===== config.mk =====
export PLATFORM = sky130hd
export DESIGN_NAME = instr_fetch_reg
export DESIGN_NICKNAME = d
export VERILOG_FILES = /design/src/rtl/instr_fetch_reg.sv
export SDC_FILE = /design/constraint.sdc
export NUM_CORES = 1
export LEC_CHECK = 0
export CORE_MARGIN = 2
export CORE_UTILIZATION = 39
export CTS_CLUSTER_DIAMETER = 100
export DETAILED_ROUTE_END_ITERATION = 8
export PLACE_DENSITY = 0.79
export SKIP_CTS_REPAIR_TIMING = 1
export SYNTH_ARGS = -nofsm -noshare
export SYNTH_HDL_FRONTEND = slang
export SYNTH_SLANG_ARGS = --single-unit

===== constraint.sdc =====
create_clock -name clk -period 1.9 [get_ports clk]
set_input_delay 0.38 -clock clk [delete_from_list [all_inputs] [get_ports clk]]
set_output_delay 0.38 -clock clk [all_outputs]
set_load 0.1 [all_outputs]

===== src/rtl/instr_fetch_reg.sv =====
`default_nettype none
// ============================================================================
//  Module      : instr_fetch_reg
//  Description : Instruction register and field splitter between the
//                instruction memory read port and the control FSM. Captures
//                memQ once nextInstruction has been held for MEM_LATENCY
//                cycles, exposes instruction fields, owns the extended
//                immediate register and counts completed fetches.
//  Revision    : 1.0 - initial release
// ============================================================================
module instr_fetch_reg #(
    parameter int DATA_WIDTH  = 16,
    parameter int MEM_LATENCY = 2,
    parameter int CNT_WIDTH   = 16
) (
    input  logic                  clk,
    input  logic                  reset,
    input  logic [DATA_WIDTH-1:0] memQ,
    input  logic                  nextInstruction,
    input  logic                  immediateRegEN,
    input  logic                  zeroExtend,
    output logic [DATA_WIDTH-1:0] instr,
    output logic [3:0]            opCode1,
    output logic [3:0]            conditionCode,
    output logic [3:0]            opCode2,
    output logic [3:0]            shiftAmtIn,
    output logic [3:0]            rDest,
    output logic [3:0]            rSrc,
    output logic [DATA_WIDTH-1:0] immediate,
    output logic                  instrValid,
    output logic                  fetchAbort,
    output logic [CNT_WIDTH-1:0]  fetchCount
);

    typedef enum logic [1:0] {
        S_IDLE = 2'd0,
        S_WAIT = 2'd1,
        S_HOLD = 2'd2
    } state_t;

    // Latency as a counter-width constant; legal range 1..7 fits in 4 bits.
    localparam logic [3:0] C_LAT = 4'(MEM_LATENCY);

    state_t                  state_q, state_d;
    logic [3:0]              cnt_q, cnt_d;
    logic [DATA_WIDTH-1:0]   instr_q, instr_d;
    logic [DATA_WIDTH-1:0]   imm_q, imm_d;
    logic                    valid_q, valid_d;
    logic                    abort_q, abort_d;
    logic [CNT_WIDTH-1:0]    count_q, count_d;
    logic                    w_capture;

    // Fetch sequencing: count sampled-high request cycles and decide capture.
    always_comb begin
        state_d   = state_q;
        cnt_d     = cnt_q;
        valid_d   = valid_q;
        abort_d   = 1'b0;
        w_capture = 1'b0;
        case (state_q)
            S_IDLE, S_HOLD: begin
                if (nextInstruction) begin
                    valid_d = 1'b0;
                    if (C_LAT == 4'd1) begin
                        w_capture = 1'b1;
                        state_d   = S_HOLD;
                    end else begin
                        cnt_d   = 4'd1;
                        state_d = S_WAIT;
                    end
                end
            end
            S_WAIT: begin
                if (nextInstruction) begin
                    if (cnt_q + 4'd1 == C_LAT) begin
                        w_capture = 1'b1;
                        cnt_d     = 4'd0;
                        state_d   = S_HOLD;
                    end else begin
                        cnt_d = cnt_q + 4'd1;
                    end
                end else begin
                    // Request withdrawn before the memory word was ready.
                    cnt_d   = 4'd0;
                    abort_d = 1'b1;
                    state_d = S_IDLE;
                end
            end
            default: begin
                cnt_d   = 4'd0;
                state_d = S_IDLE;
            end
        endcase
    end

    // Capture datapath and immediate extension; immediate always sees the
    // pre-capture word because it reads the registered instr_q.
    always_comb begin
        instr_d = instr_q;
        count_d = count_q;
        imm_d   = imm_q;
        if (w_capture) begin
            instr_d = memQ;
            count_d = count_q + 1'b1;
        end
        if (immediateRegEN) begin
            imm_d = zeroExtend ? {{(DATA_WIDTH-8){1'b0}}, instr_q[7:0]}
                               : {{(DATA_WIDTH-8){instr_q[7]}}, instr_q[7:0]};
        end
    end

    // State and datapath registers with asynchronous active-low clear.
    always_ff @(posedge clk or negedge reset) begin
        if (!reset) begin
            state_q <= S_IDLE;
            cnt_q   <= 4'd0;
            instr_q <= '0;
            imm_q   <= '0;
            valid_q <= 1'b0;
            abort_q <= 1'b0;
            count_q <= '0;
        end else begin
            state_q <= state_d;
            cnt_q   <= cnt_d;
            instr_q <= instr_d;
            imm_q   <= imm_d;
            valid_q <= w_capture ? 1'b1 : valid_d;
            abort_q <= abort_d;
            count_q <= count_d;
        end
    end

    assign instr         = instr_q;
    assign opCode1       = instr_q[15:12];
    assign conditionCode = instr_q[11:8];
    assign opCode2       = instr_q[7:4];
    assign shiftAmtIn    = instr_q[3:0];
    assign rDest         = instr_q[11:8];
    assign rSrc          = instr_q[3:0];
    assign immediate     = imm_q;
    assign instrValid    = valid_q;
    assign fetchAbort    = abort_q;
    assign fetchCount    = count_q;

endmodule
`default_nettype wire


==> run_summary.xml <==
<?xml version="1.0" encoding="UTF-8"?>
<metrics>
  <group name="outcome">
    <metric name="run_status" unit="">finished, final reports clean</metric>
  </group>
  <group name="cells_and_area">
    <metric name="mostFrequentLayoutCells" unit="">sky130_fd_sc_hd__buf_12, sky130_fd_sc_hd__dfrtp_1, sky130_fd_sc_hd__mux2_2</metric>
    <metric name="antenna_fix_cells" unit="">0</metric>
    <metric name="area.combinational" unit="µm²">803</metric>
    <metric name="fillerInstances" unit="">414</metric>
    <metric name="register_area" unit="µm²">1260</metric>
    <metric name="nMultiInputCombCells" unit="">96</metric>
    <metric name="design_area" unit="µm²">3900</metric>
    <metric name="syn_to_final_growth" unit="%">69.2</metric>
    <metric name="comb_area_share" unit="%">20.6</metric>
    <metric name="layout.clock.cell_area_share" unit="%">3.43</metric>
    <metric name="area_dominant_class" unit="">buffers</metric>
    <metric name="n_all_inverters" unit="">3</metric>
    <metric name="clockBufferCount" unit="">5</metric>
    <metric name="post_layout_utilization_of_the_core" unit="%">67.1</metric>
    <metric name="stdcell_count" unit="">336</metric>
  </group>
  <group name="sta">
    <metric name="post-route-min-period" unit="ns">1.79</metric>
    <metric name="final.hold.worst_slack" unit="ns">0.0595</metric>
    <metric name="setup-violations-final" unit="">0</metric>
    <metric name="period_used_share" unit="%">94.1</metric>
    <metric name="worst_slew_pin_slew" unit="ns">0.540</metric>
    <metric name="totalNegativeSetupSlack" unit="ns">0</metric>
    <metric name="layout_setup_ws" unit="ns">0.111</metric>
    <metric name="timing.slew.headroom" unit="%">64.0</metric>
  </group>
  <group name="global_routing">
    <metric name="grt.met1_usage" unit="%">20.4</metric>
    <metric name="global_route.peak_usage_layer" unit="">met2</metric>
    <metric name="grt_first_pass_wirelength" unit="µm">8400</metric>
    <metric name="grt_use_met3" unit="%">5.00</metric>
    <metric name="grt.met2_usage" unit="%">28.5</metric>
    <metric name="antenna_violations_before_repair" unit="">0</metric>
    <metric name="via_count_of_the_first_global_routing_pass" unit="">1711</metric>
  </group>
  <group name="die">
    <metric name="core_area" unit="µm²">5820</metric>
    <metric name="tap_cells" unit="">75</metric>
    <metric name="fp-row-count" unit="">28</metric>
    <metric name="die.size.x" unit="µm">80.9</metric>
    <metric name="effective_utilization_at_floorplan" unit="%">39.7</metric>
    <metric name="count_of_boundary_i_o_pins" unit="">95</metric>
  </group>
  <group name="yosys">
    <metric name="synth_cell_types" unit="">32</metric>
    <metric name="yosys.stat.chipArea" unit="µm²">2310</metric>
    <metric name="synth-seq-cells" unit="">49</metric>
    <metric name="floorplan.nets" unit="">210</metric>
    <metric name="ys_sh_aoi" unit="%">3.80</metric>
    <metric name="mappedNetlistArea" unit="µm²">2310</metric>
    <metric name="yosysWarningCount" unit="">0</metric>
    <metric name="enable_flop_cells" unit="">0</metric>
    <metric name="simple_gate_share" unit="%">10.9</metric>
    <metric name="xor_and_xnor_fraction_of_the_mapped_netlist_area" unit="%">6.08</metric>
    <metric name="synthCells" unit="">186</metric>
    <metric name="netlist_logic_family_top" unit="">buffers and inverters</metric>
    <metric name="postSynthSeqShare" unit="%">53.2</metric>
    <metric name="synthAdderAreaFrac" unit="%">1.63</metric>
    <metric name="yosysCellCount" unit="">186</metric>
    <metric name="dominantRegCellSynth" unit="">sky130_fd_sc_hd__dfrtp_1</metric>
  </group>
  <group name="placement">
    <metric name="gp_congestion" unit="">0.797</metric>
    <metric name="placed_cell_area" unit="µm²">3740</metric>
    <metric name="buffer_ports.inserted" unit="">94</metric>
    <metric name="place_hpwl" unit="µm">3860</metric>
  </group>
  <group name="setup_path">
    <metric name="setup.worst_path.end" unit="">instr[13]</metric>
    <metric name="startpoint" unit="">cnt_q[0]</metric>
    <metric name="r2r_slack" unit="ns">0.11</metric>
    <metric name="rr_endpoint" unit="">instr[13]</metric>
    <metric name="worst-endpoint-required" unit="ns">2.08</metric>
    <metric name="worstSetupEndpointType" unit="">flip-flop</metric>
    <metric name="criticalPathCategory" unit="">flip-flop to flip-flop</metric>
    <metric name="critPathArrivalTime" unit="ns">1.97</metric>
    <metric name="worst-r2r-cell-count" unit="">6</metric>
    <metric name="path_max_fanout" unit="">16</metric>
  </group>
  <group name="detailed_routing">
    <metric name="top_layer_used" unit="">met4</metric>
    <metric name="ant_nets" unit="">0</metric>
    <metric name="drt_iter0_drc" unit="">62</metric>
    <metric name="route.met3.wl" unit="µm">359</metric>
    <metric name="viasPerCell" unit="">4.81</metric>
    <metric name="firstDrtPassIters" unit="">4</metric>
  </group>
  <group name="cts">
    <metric name="clkTransAtPathRegs" unit="ns">0.09</metric>
    <metric name="ctsRootBufferMaster" unit="">sky130_fd_sc_hd__clkbuf_8</metric>
    <metric name="htree_levels" unit="">2</metric>
    <metric name="cts_max_path_buffers" unit="">2</metric>
    <metric name="cts_tree" unit="">done</metric>
  </group>
  <group name="run">
    <metric name="log.warning_count" unit="">27</metric>
  </group>
</metrics>
==> critical path, stage by stage, from the launching register on <==
cell and delay, ns:
sky130_fd_sc_hd__dfrtp_1 0.39, sky130_fd_sc_hd__ha_1 0.22, sky130_fd_sc_hd__nor3_1 0.23, sky130_fd_sc_hd__a41oi_2 0.09
sky130_fd_sc_hd__nor2_4 0.22, sky130_fd_sc_hd__buf_12 0.18, sky130_fd_sc_hd__mux2_2 0.35
==> cell usage after synthesis, types with 3 or more instances <==
library cell | count | share of area (%)
sky130_fd_sc_hd__nand3_1 | 7 | 1.5
sky130_fd_sc_hd__and3_2 | 4 | 1.3
sky130_fd_sc_hd__clkbuf_1 | 4 | 0.65
sky130_fd_sc_hd__buf_4 | 34 | 11
sky130_fd_sc_hd__nand2_1 | 5 | 0.81
sky130_fd_sc_hd__o21ai_0 | 6 | 1.3
sky130_fd_sc_hd__nand4_1 | 8 | 2.2
sky130_fd_sc_hd__dfrtp_1 | 49 | 53
sky130_fd_sc_hd__ha_1 | 3 | 1.6
sky130_fd_sc_hd__mux2_2 | 25 | 12
sky130_fd_sc_hd__xnor2_1 | 15 | 5.7
sky130_fd_sc_hd__inv_1 | 3 | 0.49
==> worst min-delay path by stage <==
stage               startpoint             to  slack [ns]
floorplan                reset       cnt_q[0]        0.08
global placement         reset  immediate[14]        0.39
detailed placement       reset  immediate[14]        0.40
CTS                      reset  immediate[14]        0.07
global route             reset   immediate[6]        0.09
finish                   reset   immediate[0]        0.06
Clock nets:
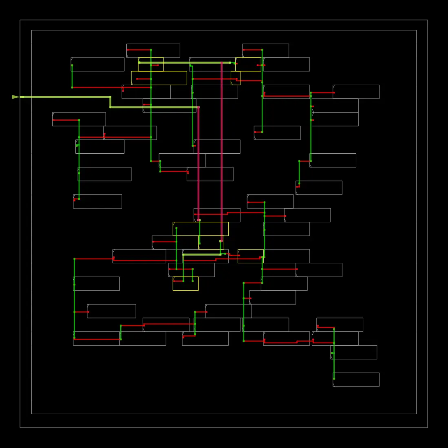
clock buffers created by TritonCTS: 5
Seq cells: 49
CTS sink count: 49
worst clock skew on the final layout: 0.00486 ns

Cell density map:
(3 px per µm) 8 x 8 tiles, from black (low) to pale yellow (high), 0 to 100% covered.
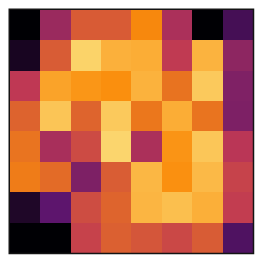
The mean over all tiles is 58%. The fullest tile reaches 91%. 6.2% of the tiles are nearly empty.

Placed cells, one colour a class:
(4 px per µm) Fill, decap, tap and diode cells in grey.
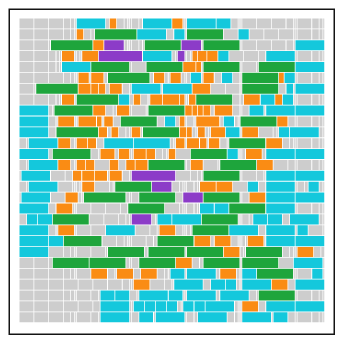
Purple is clock drivers and dummy loads, cells 8, share of their area 3.5%. Green is flops, cells 49, share of their area 33%. Cyan is other buffers and delay cells, cells 105, share of their area 42%. Orange is combinational and other logic, cells 99, share of their area 21%.

Routed clock nets over the placement:
(8 px per µm)
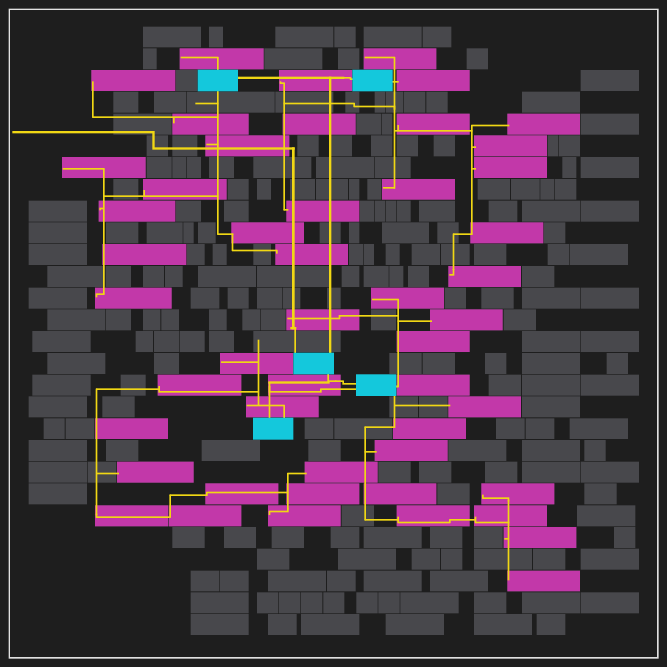
Yellow is clock wires, length 541 µm. Magenta is flip-flops, count 49. Cyan is clock drivers, count 5.
There are 6 routed clock nets.

